## src/rtl/thermo_enc_pkg.sv

```systemverilog
// Shared types and elaboration helpers for the thermometer accumulate encoder.
// Width helpers are plain int functions so parameter defaults can be derived from them.
package thermo_enc_pkg;

  typedef enum logic [1:0] {
    IDLE = 2'd0,
    ACC  = 2'd1,
    HOLD = 2'd2
  } state_e;

  // Decoder works on a fixed maximum word width; callers pass the live width.
  localparam int MAX_THERM_W = 64;
  localparam int DEC_CNT_W   = 7;

  typedef struct packed {
    logic                 err;
    logic [DEC_CNT_W-1:0] cnt;
  } dec_t;

  function automatic int cnt_width(input int therm_w);
    return $clog2(therm_w + 1);
  endfunction

  function automatic int wpow(input int weight, input int e);
    int p;
    p = 1;
    for (int i = 0; i < e; i++) p = p * weight;
    return p;
  endfunction

  function automatic int sum_width(input int num_ch, input int therm_w, input int weight);
    int s;
    s = 0;
    for (int i = 0; i < num_ch; i++) s = s + wpow(weight, i);
    return $clog2(therm_w * s + 1);
  endfunction

  // Valid codes are ones packed from the MSB; any one below a zero is a bubble.
  function automatic dec_t therm_decode(input logic [MAX_THERM_W-1:0] word, input int width);
    dec_t d;
    logic seen_zero;
    d = '0;
    seen_zero = 1'b0;
    for (int i = MAX_THERM_W - 1; i >= 0; i--) begin
      if (i < width) begin
        if (word[i]) begin
          if (seen_zero) d.err = 1'b1;
          else d.cnt = d.cnt + DEC_CNT_W'(1);
        end else begin
          seen_zero = 1'b1;
        end
      end
    end
    if (d.err) d.cnt = '0;
    return d;
  endfunction

endpackage

```

## src/rtl/thermo_ch_decode.sv

```systemverilog
// Single-channel thermometer decoder: ones count, or zero plus err on a bubble.
module thermo_ch_decode
  import thermo_enc_pkg::*;
#(
  parameter int THERM_W = 8,
  parameter int CNT_W   = cnt_width(THERM_W)
) (
  input  logic [THERM_W-1:0] word_i,
  output logic [CNT_W-1:0]   cnt_o,
  output logic               err_o
);

  if (THERM_W > MAX_THERM_W) begin : g_width_check
    $error("THERM_W exceeds decoder maximum");
  end

  dec_t dec;

  always_comb begin
    dec   = therm_decode(MAX_THERM_W'(word_i), THERM_W);
    cnt_o = CNT_W'(dec.cnt);
    err_o = dec.err;
  end

endmodule

```

## src/rtl/thermo_accum_encoder.sv

```systemverilog
// Multi-channel thermometer-to-binary encoder with optional saturating beat accumulation.
// state | meaning
// IDLE  | waiting for the first beat of a group
// ACC   | accumulating remaining beats of a group
// HOLD  | result presented on the output until consumed
module thermo_accum_encoder
  import thermo_enc_pkg::*;
#(
  parameter int NUM_CH  = 2,
  parameter int THERM_W = 8,
  parameter int WEIGHT  = 8,
  parameter int LEN_W   = 8,
  parameter int ACC_W   = 16
) (
  input  logic                      clk_i,
  input  logic                      rst_ni,
  input  logic                      in_valid_i,
  output logic                      in_ready_o,
  input  logic [NUM_CH*THERM_W-1:0] therm_i,
  input  logic                      acc_en_i,
  input  logic [LEN_W-1:0]          acc_len_i,
  output logic                      out_valid_o,
  input  logic                      out_ready_i,
  output logic [ACC_W-1:0]          data_o,
  output logic                      code_err_o,
  output logic                      sat_o
);

  localparam int CNT_W = cnt_width(THERM_W);
  localparam int SUM_W = sum_width(NUM_CH, THERM_W, WEIGHT);

  if (ACC_W < SUM_W) begin : g_acc_w_check
    $error("ACC_W must be at least SUM_W");
  end

  logic [CNT_W-1:0]  ch_cnt [NUM_CH];
  logic [NUM_CH-1:0] ch_err;

  for (genvar k = 0; k < NUM_CH; k++) begin : g_ch
    thermo_ch_decode #(
      .THERM_W(THERM_W),
      .CNT_W  (CNT_W)
    ) u_dec (
      .word_i(therm_i[(NUM_CH-k)*THERM_W-1 -: THERM_W]),
      .cnt_o (ch_cnt[k]),
      .err_o (ch_err[k])
    );
  end

  logic [SUM_W-1:0] beat_val;
  logic             beat_err;

  always_comb begin
    beat_val = '0;
    for (int k = 0; k < NUM_CH; k++) begin
      beat_val = beat_val + SUM_W'(int'(ch_cnt[k]) * wpow(WEIGHT, NUM_CH - 1 - k));
    end
    beat_err = |ch_err;
  end

  state_e           state_q, state_d;
  logic [ACC_W-1:0] acc_q;
  logic [LEN_W:0]   cnt_q;
  logic [LEN_W-1:0] len_q;
  logic             err_q, sat_q;
  logic [ACC_W-1:0] data_q;
  logic             code_err_q, sat_out_q;

  logic [ACC_W:0]   acc_sum;
  logic [ACC_W-1:0] acc_next;
  logic             acc_carry;
  logic [LEN_W:0]   cnt_inc;
  logic             acc_last;
  logic [LEN_W-1:0] len_eff;

  assign acc_sum   = {1'b0, acc_q} + (ACC_W+1)'(beat_val);
  assign acc_carry = acc_sum[ACC_W];
  assign acc_next  = acc_carry ? '1 : acc_sum[ACC_W-1:0];
  assign cnt_inc   = cnt_q + (LEN_W+1)'(1);
  assign acc_last  = (cnt_inc == {1'b0, len_q});
  assign len_eff   = (acc_len_i == '0) ? LEN_W'(1) : acc_len_i;

  logic accept, first_beat, pass_done, acc_beat, acc_done;

  always_ff @(posedge clk_i or negedge rst_ni) begin
    if (!rst_ni) state_q <= IDLE;
    else         state_q <= state_d;
  end

  always_comb begin
    state_d = state_q;
    case (state_q)
      IDLE: if (first_beat) state_d = pass_done ? HOLD : ACC;
      ACC:  if (acc_done) state_d = HOLD;
      HOLD: begin
        if (first_beat)       state_d = pass_done ? HOLD : ACC;
        else if (out_ready_i) state_d = IDLE;
      end
      default: state_d = IDLE;
    endcase
  end

  // A beat taken while HOLD pops counts as the next group's first beat.
  always_comb begin
    out_valid_o = (state_q == HOLD);
    in_ready_o  = !out_valid_o || out_ready_i;
    accept      = in_valid_i && in_ready_o;
    first_beat  = accept && (state_q == IDLE || state_q == HOLD);
    pass_done   = first_beat && (!acc_en_i || len_eff == LEN_W'(1));
    acc_beat    = accept && (state_q == ACC);
    acc_done    = acc_beat && acc_last;
  end

  always_ff @(posedge clk_i or negedge rst_ni) begin
    if (!rst_ni) begin
      acc_q      <= '0;
      cnt_q      <= '0;
      len_q      <= '0;
      err_q      <= 1'b0;
      sat_q      <= 1'b0;
      data_q     <= '0;
      code_err_q <= 1'b0;
      sat_out_q  <= 1'b0;
    end else if (first_beat) begin
      acc_q <= ACC_W'(beat_val);
      err_q <= beat_err;
      sat_q <= 1'b0;
      cnt_q <= (LEN_W+1)'(1);
      len_q <= len_eff;
      if (pass_done) begin
        data_q     <= ACC_W'(beat_val);
        code_err_q <= beat_err;
        sat_out_q  <= 1'b0;
      end
    end else if (acc_beat) begin
      acc_q <= acc_next;
      err_q <= err_q | beat_err;
      sat_q <= sat_q | acc_carry;
      cnt_q <= cnt_inc;
      if (acc_done) begin
        data_q     <= acc_next;
        code_err_q <= err_q | beat_err;
        sat_out_q  <= sat_q | acc_carry;
      end
    end
  end

  assign data_o     = data_q;
  assign code_err_o = code_err_q;
  assign sat_o      = sat_out_q;

endmodule

```

## config.mk

```make
export PLATFORM = sky130hd
export DESIGN_NAME = thermo_accum_encoder
export DESIGN_NICKNAME = d
export VERILOG_FILES = /design/src/rtl/thermo_enc_pkg.sv /design/src/rtl/thermo_ch_decode.sv /design/src/rtl/thermo_accum_encoder.sv
export SDC_FILE = /design/constraint.sdc
export NUM_CORES = 1
export LEC_CHECK = 0
export CAP_MARGIN = 20
export CELL_PAD_IN_SITES_DETAIL_PLACEMENT = 1
export CELL_PAD_IN_SITES_GLOBAL_PLACEMENT = 1
export CORE_ASPECT_RATIO = 0.5
export CORE_MARGIN = 5
export CORE_UTILIZATION = 40
export DETAILED_ROUTE_END_ITERATION = 6
export PLACE_DENSITY = 0.74
export SLEW_MARGIN = 20
export SYNTH_ARGS = -nofsm -noshare
export SYNTH_HDL_FRONTEND = slang
export SYNTH_SLANG_ARGS = --single-unit
```

## constraint.sdc

```tcl
create_clock -name clk_i -period 3.2 [get_ports clk_i]
set_input_delay 0.48 -clock clk_i [delete_from_list [all_inputs] [get_ports clk_i]]
set_output_delay 0.48 -clock clk_i [all_outputs]
set_load 0.01 [all_outputs]
```

==> CHANGELOG.md <==
## Flow update

- Status: complete, but fails checks
- Failing checks: setup timing
- Setup-failing EPs final: 34
- Post-Syn Nets: approximately 580
- Period utilization: 1.89
- Largest net degree at the start of global routing: 41
- Critical-path maximum fanout: 3
- CTS root buf: clkbuf_16
- First-pass GRT wire length: ~25000 µm
- DR vias/cell: around 5.6
- Core Box Area: 0.0103 mm²
- Clk_lat worst skew: 300 ps
- Aoi share: 0.219
- CTS Hold Buffers Added: 0
- Clock Skew: a little under 9 ps
- Hold Vio Cnt, Final: 0
- Width of the die: about 160 µm
- Worst setup margin: -2840 ps
- Power, Total: around 3.0 mW
- Seq/Total Area, Yosys: 0.322
[cells in the final DEF, fill, tap and decap left out, types with 5 or more instances in the layout]
cell,Yosys,routed
buf_4,3,117
nor3_1,9,5
and2_1,8,6
inv_2,1,6
xor2_1,12,11
nand2_2,1,6
a31oi_1,6,5
o21ai_1,13,17
nor2_2,0,6
nand2b_1,6,5
buf_6,1,10
ha_1,21,10
a211oi_2,2,6
inv_1,20,14
dfrtp_1,55,55
clkdlybuf4s50_1,0,41
nand2_1,81,71
and4_1,5,5
nand2_4,0,5
nand3_1,25,16
a21oi_2,0,14
xnor2_1,21,19
a21oi_1,38,22
nor3_2,2,5
o21ai_2,0,7
ha_4,0,7
nor2_1,47,40
o21ai_0,38,26
clkbuf_16,0,5
mux2i_1,8,6
nand3_2,1,8
[cell type report]
class / instances / area (µm²) / area share
inverter: 21 / 81.3 / 0.0124
clock buffer: 5 / 125 / 0.0190
timing repair buffer: 174 / 1460 / 0.222
clock inverter: 3 / 46.3 / 0.00704
multi-input combinational: 433 / 3310 / 0.504
tap: 140 / 175 / 0.0266
sequential: 55 / 1380 / 0.209
[cell usage after synthesis, types with 12 or more instances]
| cell | count | share of area |
|---|---|---|
| dfrtp_1 | 55 | 0.32 |
| clkbuf_1 | 13 | 0.011 |
| xnor2_1 | 21 | 0.043 |
| nand2_1 | 81 | 0.071 |
| nor2_1 | 47 | 0.041 |
| nand3_1 | 25 | 0.029 |
| inv_1 | 20 | 0.018 |
| a21oi_1 | 38 | 0.044 |
| o21ai_0 | 38 | 0.044 |
| ha_1 | 21 | 0.061 |
| o21ai_1 | 13 | 0.015 |
| xor2_1 | 12 | 0.025 |
[metrics by stage]
stage	hold WS, ps	cell area (µm²)	TNS [ps]	instances	worst slack (ps)
final	104	6580	-91880	831	-2840
after global routing	136	6580	-100440	831	-3070
after CTS	117	6210	-91810	825	-2790
after detailed placement	431	5680	-125260	799	-3880
after global placement	425	5680	-116570	799	-3570
after floorplan	184	4390	-89750	533	-2940
[sequential cells by signal (all words and copies together) (netlist names)]
signal	flops
state_q	2
err_q	1
cnt_q	9
sat_o	1
len_q	8
sat_q	1
acc_q	16
data_o	16
code_err_o	1
[final timing paths]
kind | end | slack [ps] | depth (start not counted)
min | data_o[6] | 100 | 1
min reg2reg | len_q[0] | 490 | 2
max in group asynchronous | acc_q[5] | 2220 | 2
max reg2reg | acc_q[9] | 310 | 10
min in group clk_i | len_q[0] | 490 | 2
max | data_o[6] | -2840 | 34
[timing repair]
item,in CTS,in global routing
cloned,1,0
buffers inserted,19,6
setup endpoints to repair,34,34
gates resized,70,70
pin swaps,57,44
[where the power goes]
group / switching (mW) / internal, mW / leakage, nW
clock: 0.278 / 0.373 / 0.0804
combinational: 0.737 / 0.596 / 2.06
sequential: 0.135 / 0.854 / 0.721
total: 1.15 / 1.82 / 2.86
[worst max-delay path: cells and delay by family]
kind,cells,cell delay (ps)
AND-OR/OR-AND,8,1590
AND/OR/NAND/NOR,9,1290
adder cells (fa/ha/maj),5,1240
XOR/XNOR,5,850
buffers and inverters,6,500
multiplexers,1,250
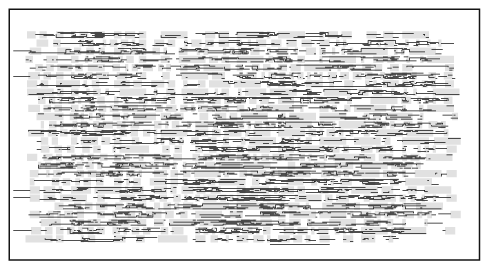
*M1 wires*
(3 px per µm) Cells faint in the background.
The wires run mostly horizontal. 684 nets have wire on it. The longest straight run is 32.2 µm. The layer carries 6720 µm of wire.

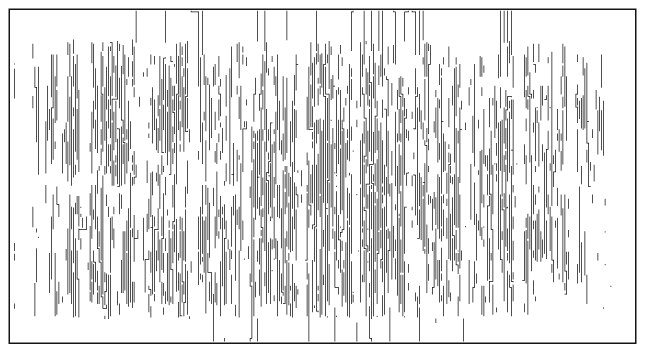
*The metal 2 layer*
(4 px per µm)
The layer holds 53% of the routed length. 678 nets have wire on it. The wires run mostly vertical.
GR Util met2: 0.424
vias: 4660
WL final: 16200 µm

Power is estimated from default activity; no workload was simulated.
